### Cell classes on the final placement, run 1

Fill, decap, tap and diode cells in grey.
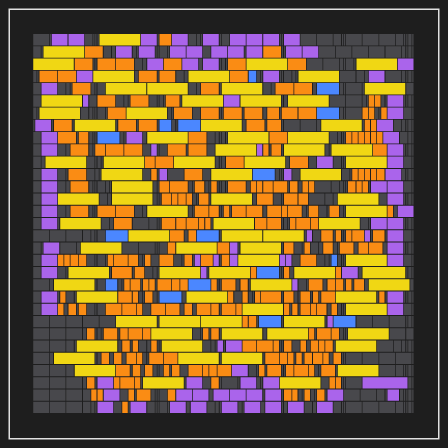
### A small window of the routed layout, run 1

The bar under the picture is 20 µm long. Region (0, 0) to (50, 50) µm. Cells in grey, sequential cells in the stronger grey; small squares are vias.
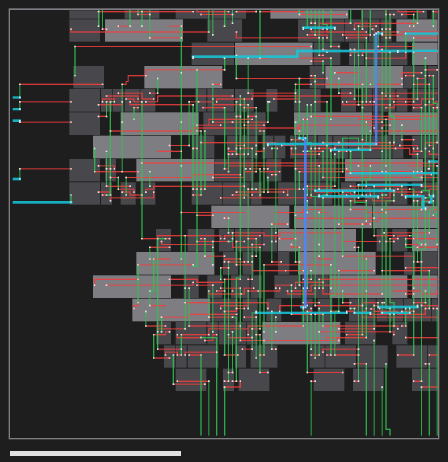
### Signal metal coverage by tile, run 1

The bar under the picture is 20 µm long. 19 x 19 tiles, from black (low) to pale yellow (high), scaled to the fullest tile. Values are wire area over tile area, all layers added.
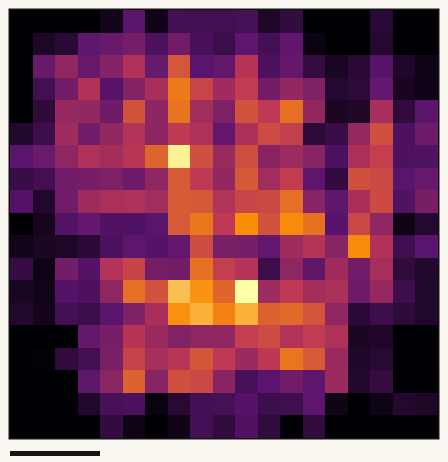
==> config.mk <==
export PLATFORM = sky130hd
export DESIGN_NAME = latex_stream_engine_flat
export DESIGN_NICKNAME = d
export VERILOG_FILES = /design/src/rtl/latex_stream_engine_if.sv /design/src/rtl/latex_stream_engine.sv /design/src/flat_wrapper.sv
export SDC_FILE = /design/constraint.sdc
export NUM_CORES = 1
export LEC_CHECK = 0
export ABC_CLOCK_PERIOD_IN_PS = 4100
export CORE_MARGIN = 5
export CORE_UTILIZATION = 55
export DETAILED_ROUTE_END_ITERATION = 10
export GPL_TIMING_DRIVEN = 0
export PLACE_DENSITY = 0.86
export SLEW_MARGIN = 15
export SYNTH_ARGS = -nofsm -noshare
export SYNTH_HDL_FRONTEND = slang
export SYNTH_SLANG_ARGS = --single-unit
==> constraint.sdc <==
create_clock -name clk -period 4.1 [get_ports clk]
set_input_delay 0.82 -clock clk [delete_from_list [all_inputs] [get_ports clk]]
set_output_delay 0.82 -clock clk [all_outputs]
set_load 0.03 [all_outputs]
==> results.toml, run 1 <==
# physical design summary
[outcome]
status = "completed"

[final_layout]
final_common_cell = "clkdlybuf4s50_1"
final_nets = 517
ff_count = 84
flop_area_um2 = 2100
fin_cells = 572
final_util_pct = 72.4
clkbuf_count = 13
n_antenna_cell = 0
buffers = 103
biggestCellCategory = "sequential cells"
layout_top_cells = "clkdlybuf4s50_1, dfrtp_1, nand2_1, mux2_2, inv_1"
layout-drive-gt1-share_pct = 14.8
buf_share_pct = 18.3

[synth]
synth-edff-count = 0
ys_seq_share_pct = 52.9
area_leaders = "dfrtp_1, mux2_2, nand2_1"
yosys_cells = 371
yosys-stat-area_um2 = 3980
synthesis.nets = 420
top_cells_by_count = "dfrtp_1, nand2_1, mux2_2"
synthMostInstantiatedCell = "dfrtp_1"
netlist_area_um2 = 3980
yosys.area.top_type_share_pct = 52.2
synth.avg_cell_area_um2 = 10.7
ff_type = "dfrtp_1"

[global_route]
grt_start_max_net_pins = 60
antenna_found_initial = 0
grt_use_met1_pct = 31.1
grt_overflow = 0
grtUsageMet2_pct = 37.0
grt_pass1_wl_um = 16000

[critical_path]
reg2reg_depth = 6
critPathLaunchType = "flip-flop"
max_stage_delay_ps = 590
ff2ff_setup_slack_ps = 1780
worstSetupPathType = "reg2out"
path_max_fanout = 5
worstPathArrival_ps = 2690
crit_chain = "or4_1 -> o22a_1 -> or3_1 -> and2_1 -> clkdlybuf4s50_1"
cp_top_family = "simple AND/OR/NAND/NOR gates"

[final_timing]
setup_viol = 0
clock_skew_ps = 7.21
whs_ps = 373
min_period_over_period_pct = 85.7
rsz0062_at_grt = "no"
finalHoldViolations = 0
setup_tns_ps = 0
maxSlewViolCount = 0
slew_headroom_pct = 29.0

[clocking]
clkSinkCount = 84
numCtsBuffers = 9
postCtsSetupRepairBufs = 0
clk_path_buf_depth = 2
insertion_delay_ps = 350
h-tree-depth = 3
clkTransAtPathRegs_ps = 80

[detailed_routing]
first_pass_iters = 6
highest_layer = "met4"
totalWireLength_um = 9750
drt_iter0_markers = 258
via_count = 3148
route.met3.wl_um = 515
drc_errors = 0

[floorplanning]
die_height_um = 95.0
die_x_um = 95.0
design.portCount = 86
chipArea_um2 = 9030

[power_and_ir_drop]
p_per_area_nw_per_um2 = 802
p_leak_nw = 2.08

[placed_design]
placed_area_um2 = 4980
About 'Cell classes on the final placement':
legend:
  clock drivers and dummy loads:
    colour: blue
    cells: 16
    share_of_their_area: 3.7%
  remaining logic cells:
    colour: orange
    cells: 270
    share_of_their_area: 36%
  registers:
    colour: yellow
    cells: 84
    share_of_their_area: 42%
  remaining buffers and delay cells:
    colour: purple
    cells: 103
    share_of_their_area: 19%
CORE AREA: 7140 µm²
flop share of the area: 40.7%

About 'A small window of the routed layout':
legend:
  M2:
    colour: green
  M4:
    colour: blue
  M3:
    colour: cyan
  M1:
    colour: red
cells with their middle in the window: 136
sequential cells in the window: 21
most frequent: dfrtp_1 (21), clkdlybuf4s50_1 (18)

About 'Signal metal coverage by tile':
fullest tile: 0.58
nearly empty tiles: 13%
mean over tiles: 0.17
densest ninth of the die: centre
tiles over half the peak: 19%
drt wl/cell: 17.0 µm
gr usage total: 23.3%

## run 1: where the power goes
| part | switching, mW | total [mW] | internal, mW | leakage (nW) |
|---|---|---|---|---|
| Clock | 0.283 | 0.552 | 0.269 | 0.0917 |
| Sequential | 0.314 | 1.53 | 1.21 | 0.995 |
| Combinational | 1.10 | 2.07 | 0.963 | 0.990 |
| Total | 1.70 | 4.14 | 2.44 | 2.08 |
## run 1: cell families (layout without fill, tap and decap cells)
kind of cell	after synthesis	in the layout	synth area share, %
XOR/XNOR	20	20	4.41
buffers and inverters	40	142	3.90
AND-OR/OR-AND	53	53	9.06
multiplexers	50	50	14.1
AND/OR/NAND/NOR	122	122	15.0
adder cells (fa/ha/maj)	2	2	0.629
flip-flops	84	84	52.9
==> run 2: changes to the inputs <==
Settings changed: MAX_ROUTING_LAYER from default to met4.
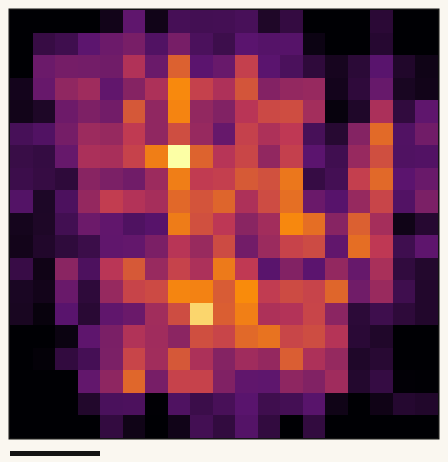
*Signal metal coverage by tile, run 2*
The bar under the picture is 20 µm long. 19 x 19 tiles, from black (low) to pale yellow (high), scaled to the fullest tile. Values are wire area over tile area, all layers added.
densest ninth of the die: centre
tiles over half the peak: 21%
mean over tiles: 0.17
nearly empty tiles: 12%
fullest tile: 0.57
WL final: 9670 µm
gr usage total: 24.1%
DR vias: 3,172
drt wl/cell: 16.9 µm

==> run 2 against run 1 <==
Sequential power about the same. Global-route usage increased by 0.81 points. Die size unchanged. Via count increased by 0.76%. Largest power group unchanged.
==> results.toml, run 2 <==
# physical design summary
[outcome]
status = "completed"

[final_timing]
maxSlewViolCount = 0
setup_viol = 0
clock_skew_ps = 6.85
min_period_over_period_pct = 85.8
setup_tns_ps = 0
rsz0062_at_grt = "no"
whs_ps = 370
slew_headroom_pct = 26.7
finalHoldViolations = 0

[synth]
adder_share_pct = 0.629
synth-edff-count = 0
ys_seq_share_pct = 52.9
netlist_area_um2 = 3980
synthesis.nets = 420
ff_type = "dfrtp_1"
simple_gate_share_pct = 15.0
yosys.area.top_type_share_pct = 52.2
yosys_cells = 371
xor_area_share_pct = 4.41
yosys-stat-area_um2 = 3980
ys_top_logic_family = "simple AND/OR/NAND/NOR gates"
synthMostInstantiatedCell = "dfrtp_1"
synth.avg_cell_area_um2 = 10.7
top_cells_by_count = "dfrtp_1, nand2_1, mux2_2"
muxShareOfSynthArea_pct = 14.1
area_leaders = "dfrtp_1, mux2_2, nand2_1"
compound_area_share_pct = 9.06

[clocking]
clkSinkCount = 84
postCtsSetupRepairBufs = 0
numCtsBuffers = 9
insertion_delay_ps = 350
h-tree-depth = 3
clk_path_buf_depth = 2

[final_layout]
layout_top_cells = "clkdlybuf4s50_1, dfrtp_1, nand2_1, mux2_2, inv_1"
final_common_cell = "clkdlybuf4s50_1"
n_antenna_cell = 0
fillers = 554
layout-drive-gt1-share_pct = 14.8
area_delta_synth_final_pct = 29.9
final_nets = 517

[power_and_ir_drop]
ir_drop_v = 0.000427
p_per_area_nw_per_um2 = 801
p_leak_nw = 2.08

[critical_path]
path_max_fanout = 5
ff2ff_setup_slack_ps = 1800
critPathLaunchType = "flip-flop"
crit_chain = "or4_1 -> o22a_1 -> or3_1 -> and2_1 -> clkdlybuf4s50_1"
reg2reg_depth = 6
cp_top_family = "simple AND/OR/NAND/NOR gates"
max_stage_delay_ps = 590
cp.depth = 5
worstPathArrival_ps = 2700

[global_route]
grt_pass1_wl_um = 16100
antenna_found_initial = 0
grt_overflow = 0
grt_start_max_net_pins = 60

[placed_design]
placed_area_um2 = 4980
hpwl_um = 7250
globalplace.congestion = 0.869

[detailed_routing]
first_pass_iters = 4
drc_errors = 0

[floorplanning]
die_height_um = 95.0
design.portCount = 86
core_area_um2 = 7140
chipArea_um2 = 9030
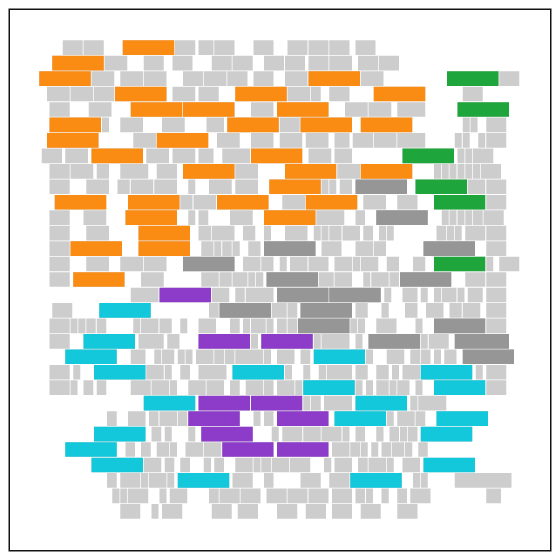
*Sequential cells coloured by netlist name, run 2*
Other sequential cells in the stronger grey, the rest of the logic in the fainter grey.
legend:
  u_core.bus.mem_addr:
    colour: purple
    flops: 10
    where: bottom centre
  u_core.addr:
    colour: cyan
    flops: 20
  u_core.word:
    colour: orange
    flops: 32
  u_core.bus.ptr_line:
    colour: green
    flops: 6
not coloured: 16
utilization after layout: 72.4%
Reg area: 2100 µm²
Seq power: 1.52 mW

==> run 2: cell counts in the layout (fill, tap and decap cells not counted) <==
No cell type changed its count.
==> run 2: area by class of cell <==
cell class	count	area, µm²	share of cell area [%]
Sequential cell	84	2100	40.7
Multi-Input combinational cell	247	1720	33.3
Timing Repair Buffer	86	876	17.0
Clock buffer	13	169	3.27
Tap cell	99	124	2.40
Inverter	23	86.3	1.67
Buffer	17	68.8	1.33
Clock inverter	3	20.0	0.388
==> run 2: routing by layer <==
metal	global-route usage (%)	wire length [µm]
met5	-	0
met4	7.21	165
met3	6.16	489
met2	36.6	4660
met1	32.0	4350
==> run 2: power by group <==
group / switching (mW) / total (mW) / internal [mW]
clock network: 0.284 / 0.553 / 0.269
registers: 0.312 / 1.52 / 1.21
logic: 1.10 / 2.06 / 0.963
Power is estimated from default activity; no workload was simulated.
